$ cat config.mk
export PLATFORM = sky130hd
export DESIGN_NAME = div_issue_ctrl
export DESIGN_NICKNAME = d
export VERILOG_FILES = /design/src/rtl/div_issue_ctrl_pkg.sv /design/src/rtl/div_sign_fix.sv /design/src/rtl/div_issue_ctrl.sv
export SDC_FILE = /design/constraint.sdc
export NUM_CORES = 1
export LEC_CHECK = 0
export CORE_MARGIN = 2
export CORE_UTILIZATION = 28
export CTS_CLUSTER_DIAMETER = 100
export DETAILED_ROUTE_END_ITERATION = 10
export PLACE_DENSITY_LB_ADDON = 0.08
export SLEW_MARGIN = 10
export SYNTH_ARGS = -nofsm -noshare
export SYNTH_HDL_FRONTEND = slang
export SYNTH_SLANG_ARGS = --single-unit
export TNS_END_PERCENT = 1
$ cat constraint.sdc
create_clock -name div_clk -period 9.41 [get_ports div_clk]
set_input_delay 1.882 -clock div_clk [delete_from_list [all_inputs] [get_ports div_clk]]
set_output_delay 1.882 -clock div_clk [all_outputs]
set_load 0.02 [all_outputs]
$ cat src/rtl/div_issue_ctrl_pkg.sv
// rtl/div_issue_ctrl_pkg.sv - shared state encoding, widths and constants for div_issue_ctrl
package div_issue_ctrl_pkg;

  localparam int DATA_W = 32;

  // Quotient reported for a zero divisor when the bypass path is built in
  localparam logic [DATA_W-1:0] DIV0_Q = 32'hFFFF_FFFF;

  typedef enum logic [1:0] {
    ST_IDLE  = 2'd0,
    ST_ISSUE = 2'd1,
    ST_WAIT  = 2'd2,
    ST_DONE  = 2'd3
  } div_state_e;

  function automatic logic [DATA_W-1:0] cond_neg(input logic neg, input logic [DATA_W-1:0] v);
    return neg ? (~v + DATA_W'(1)) : v;
  endfunction

endpackage

$ cat src/rtl/div_sign_fix.sv
// rtl/div_sign_fix.sv - applies result signs to divider magnitude quotient/remainder
module div_sign_fix
  import div_issue_ctrl_pkg::*;
(
  input  logic [DATA_W-1:0] mag_q,
  input  logic [DATA_W-1:0] mag_r,
  input  logic              sign_q,
  input  logic              sign_r,
  output logic [DATA_W-1:0] q,
  output logic [DATA_W-1:0] r
);

  assign q = cond_neg(sign_q, mag_q);
  assign r = cond_neg(sign_r, mag_r);

endmodule

$ cat src/rtl/div_issue_ctrl.sv
// rtl/div_issue_ctrl.sv - issue/complete controller around the iterative divider
// Optional zero-divisor short cut built in with DIV_ZERO_BYPASS_EN.
module div_issue_ctrl
  import div_issue_ctrl_pkg::*;
#(
  parameter int TAG_W       = 5,
  parameter int TIMEOUT_CYC = 40
) (
  input  logic              div_clk,
  input  logic              reset,
  input  logic              req_valid,
  output logic              req_ready,
  input  logic              req_signed,
  input  logic [DATA_W-1:0] req_x,
  input  logic [DATA_W-1:0] req_y,
  input  logic [TAG_W-1:0]  req_tag,
  output logic              div,
  output logic              div_signed,
  output logic [DATA_W-1:0] div_x,
  output logic [DATA_W-1:0] div_y,
  input  logic [DATA_W-1:0] div_s,
  input  logic [DATA_W-1:0] div_r,
  input  logic              div_complete,
  output logic              resp_valid,
  input  logic              resp_ready,
  output logic [DATA_W-1:0] resp_q,
  output logic [DATA_W-1:0] resp_r,
  output logic [TAG_W-1:0]  resp_tag,
  output logic              resp_div0,
  output logic              resp_err
);

  localparam int              CNT_W    = $clog2(TIMEOUT_CYC + 1);
  localparam logic [CNT_W-1:0] CNT_LAST = CNT_W'(TIMEOUT_CYC - 1);

  div_state_e        state;
  div_state_e        state_nxt;
  logic [CNT_W-1:0]  tmo_cnt;
  logic              sign_q;
  logic              sign_r;
  logic [TAG_W-1:0]  tag_q;
  logic [DATA_W-1:0] fix_q;
  logic [DATA_W-1:0] fix_r;
  logic              req_fire;
  logic              div0_req;
  logic              tmo_hit;
  logic              x_neg;
  logic              y_neg;

  assign req_fire   = (state == ST_IDLE) && req_valid;
  assign tmo_hit    = (tmo_cnt == CNT_LAST);
  assign x_neg      = req_signed & req_x[DATA_W-1];
  assign y_neg      = req_signed & req_y[DATA_W-1];
  assign div_signed = 1'b0;

`ifdef DIV_ZERO_BYPASS_EN
  assign div0_req = (req_y == '0);
`else
  assign div0_req = 1'b0;
`endif

  div_sign_fix u_sign_fix (
    .mag_q  (div_s),
    .mag_r  (div_r),
    .sign_q (sign_q),
    .sign_r (sign_r),
    .q      (fix_q),
    .r      (fix_r)
  );

  always_ff @(posedge div_clk or posedge reset) begin
    if (reset) begin
      state <= ST_IDLE;
    end else begin
      state <= state_nxt;
    end
  end

  always_comb begin
    state_nxt = state;
    case (state)
      ST_IDLE:  if (req_valid) state_nxt = div0_req ? ST_DONE : ST_ISSUE;
      ST_ISSUE: state_nxt = ST_WAIT;
      ST_WAIT:  if (div_complete || tmo_hit) state_nxt = ST_DONE;
      ST_DONE:  if (resp_ready) state_nxt = ST_IDLE;
      default:  state_nxt = ST_IDLE;
    endcase
  end

  // Handshake/strobe outputs follow the next state so they are registered yet aligned with it
  always_ff @(posedge div_clk or posedge reset) begin
    if (reset) begin
      req_ready  <= 1'b1;
      div        <= 1'b0;
      resp_valid <= 1'b0;
      div_x      <= '0;
      div_y      <= '0;
      sign_q     <= 1'b0;
      sign_r     <= 1'b0;
      tag_q      <= '0;
      tmo_cnt    <= '0;
      resp_q     <= '0;
      resp_r     <= '0;
      resp_tag   <= '0;
      resp_err   <= 1'b0;
    end else begin
      req_ready  <= (state_nxt == ST_IDLE);
      div        <= (state_nxt == ST_ISSUE);
      resp_valid <= (state_nxt == ST_DONE);
      case (state)
        ST_IDLE: begin
          if (req_fire) begin
            sign_q <= req_signed & (req_x[DATA_W-1] ^ req_y[DATA_W-1]);
            sign_r <= x_neg;
            tag_q  <= req_tag;
            if (!div0_req) begin
              div_x <= cond_neg(x_neg, req_x);
              div_y <= cond_neg(y_neg, req_y);
            end else begin
              resp_q   <= DIV0_Q;
              resp_r   <= req_x;
              resp_tag <= req_tag;
              resp_err <= 1'b0;
            end
          end
        end
        ST_ISSUE: tmo_cnt <= '0;
        ST_WAIT: begin
          if (div_complete) begin
            resp_q   <= fix_q;
            resp_r   <= fix_r;
            resp_tag <= tag_q;
            resp_err <= 1'b0;
          end else if (tmo_hit) begin
            resp_q   <= '0;
            resp_r   <= '0;
            resp_tag <= tag_q;
            resp_err <= 1'b1;
          end else begin
            tmo_cnt <= tmo_cnt + CNT_W'(1);
          end
        end
        default: ;
      endcase
    end
  end

`ifdef DIV_ZERO_BYPASS_EN
  always_ff @(posedge div_clk or posedge reset) begin
    if (reset) begin
      resp_div0 <= 1'b0;
    end else if (req_fire) begin
      resp_div0 <= div0_req;
    end
  end
`else
  assign resp_div0 = 1'b0;
`endif

endmodule

==> results.txt <==
impl run done, here's what came out: Top power group combinational logic, area share, top type 0.455, Worst VDD drop 0.000140 V, Setup violations, final 0, depth of the CTS H-tree 4, Layout area overhead 45.3%, Placeable Area a little under 30,000 µm², Avg Cell Area, Syn 8.87 µm², Setup crit start kind input pin, Async SR Flop Fraction 1.00, RSZ-0062 raised after global routing no, top routing layer in use met4, Comb gates between 700 and 800, Ports roughly 280, grt met2 use 0.252, placed wire-length estimate roughly 19,000 µm, internal power 2.13 mW, Simple Share, Synth 0.204, fp util 0.282, ao+oa area frac 0.167, Top non-seq family simple AND/OR/NAND/NOR gates, # DRC 0, crit-path leading delay family simple AND/OR/NAND/NOR gates, XOR/XNOR Area Share 0.121, crit-path cells clkdlybuf4s50_1 > nor4_1 > nand3_1 > or3_4 > or4_1 > a311oi_1, Worst Path Class, Setup input pin to flop, ys cells about 940, Non-clock buffers ~280, Adder Share, Synth 0.00754, DP Area between 10,000 and 15,000 µm², inverter count 15, row count 63, Post-Route Utilization 0.410, register area share after synthesis 0.458, wire length on met1 roughly 12,000 µm, status finished, final reports clean, post-synth top area cell dfrtp_1, leakage power around 4.8 nW, Post-CTS Setup Repair Bufs 0, CTS tree done, fraction of layout cells with a size suffix above 1 0.0482, top area cells in the synthesized netlist dfrtp_1, xor2_1, o21ai_0, nand2_1, o31ai_1, die area between 30,000 and 40,000 µm², power density over the cells roughly 290 nW/µm², initial antenna violation count 0, GRT met3 Usage 0.0562, largest net degree at the start of global routing 104, number of enable flip-flop cells 0, Hold WS roughly 0.47 ns, Clock power frac 0.219, delay of the slowest cell on the worst path around 0.60 ns, Post-Synthesis Cells between 900 and 1,000, CP Capture Type flop, HP Class flop to flop, final worst path period need roughly 4.2 ns, Data buffer area share 0.231, TritonRoute pass-1 iters 4, WP data required about 9.7 ns, synth cell count leaders nand2_1, o21ai_0, dfrtp_1, xor2_1, comb. cell area roughly 4300 µm², remaining global-route overflow 0
worst paths after layout:
path,start,endpoint,slack [ns],cells after the start
worst max-delay path,req_y[14],div_y[31]$_DFFE_PP0P_,5.17,6
worst min-delay path,div_x[31]$_DFFE_PP0P_,div_x[31]$_DFFE_PP0P_,0.47,2
worst max register to register,state[0]$_DFF_PP0_,div_y[27]$_DFFE_PP0P_,6.98,6
worst min register to register,div_x[31]$_DFFE_PP0P_,div_x[31]$_DFFE_PP0P_,0.47,2
max in group asynchronous,reset,tmo_cnt[0]$_DFFE_PP0P_,5.99,3
min in group asynchronous,reset,div_x[22]$_DFFE_PP0P_,2.03,2
registers in the layout, indices dropped and copies added, names as in the netlist, 2 cells and up:
signal and flops:
resp_q 32, tmo_cnt 6, tag_q 5, state 2, div_y 32, resp_tag 5
resp_r 32, div_x 32
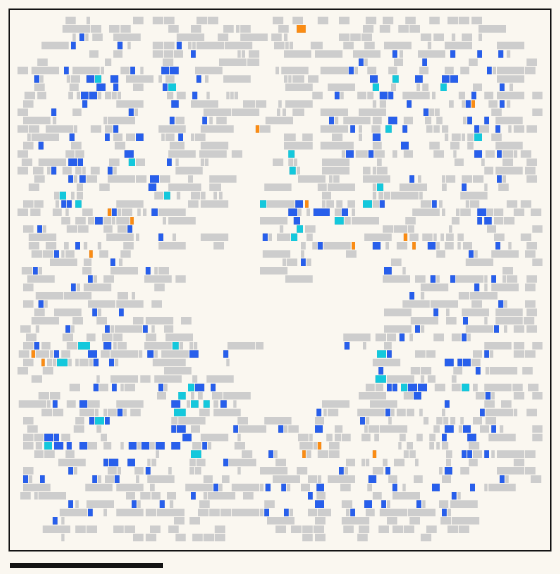
gates.png
Bar = 50 µm.
| family | color | cells |
|---|---|---|
| inv cells | orange | 15 |
| and/or cells | cyan | 34 |
| aoi and oai cells | blue | 233 |
multi-input gate share of total cell area: 0.355
fin cells: 1,594
most frequent logic cell in the layout: clkdlybuf4s50_1

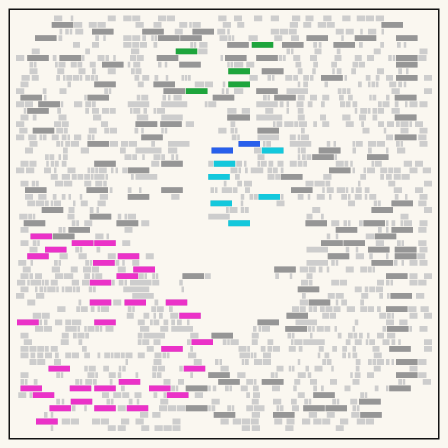
ff_map.png
Other sequential cells in the stronger gray, the rest of the logic in the fainter gray.
| netlist name | color | flops |
|---|---|---|
| div_y | magenta | 32 |
| tmo_cnt | cyan | 6 |
| resp_tag | green | 5 |
| state | blue | 2 |
register share of the cell area: 0.316
Flop area: 3800 µm²

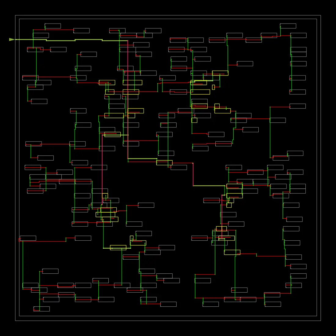
clock_nets.png
Clock Skew: 0.0202 ns
clkbuf count: 19
Clk power: 761 µW
Latency at later pin: 0.43 ns

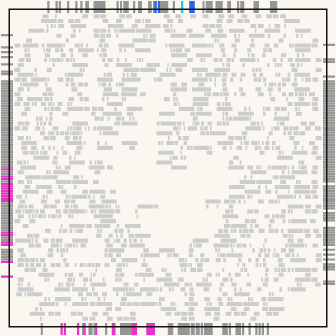
pinout.png
Pins as bars across the die edge, other pins in gray.
| port | color | pins | direction | edge |
|---|---|---|---|---|
| reset | cyan | 1 | input | top |
| div_y | magenta | 32 | output | 17 left, 15 bottom |
| resp_tag | blue | 5 | output | top |
all pins by edge: 82 left, 76 right, 61 bottom, 59 top
Die X: 176 µm
Port-buffer cells: 275
die height: 176 µm

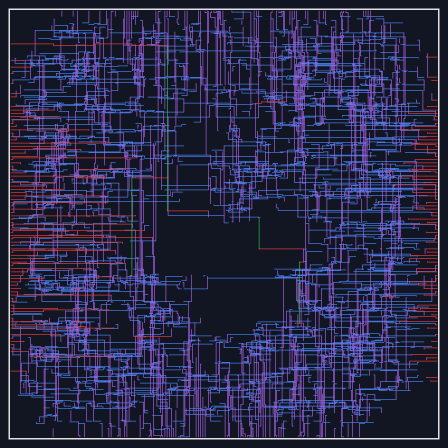
layers.png
| layer | color | wire length |
|---|---|---|
| M1 | blue | 12,300 µm |
| M4 | green | 146 µm |
| M3 | red | 2,000 µm |
| M2 | purple | 11,300 µm |
Via Count: 7,529
total track usage: 0.165
WL/cell: 16.2 µm
WL final: 25,800 µm

No activity file was given, so power comes from the tool's default toggle rates.
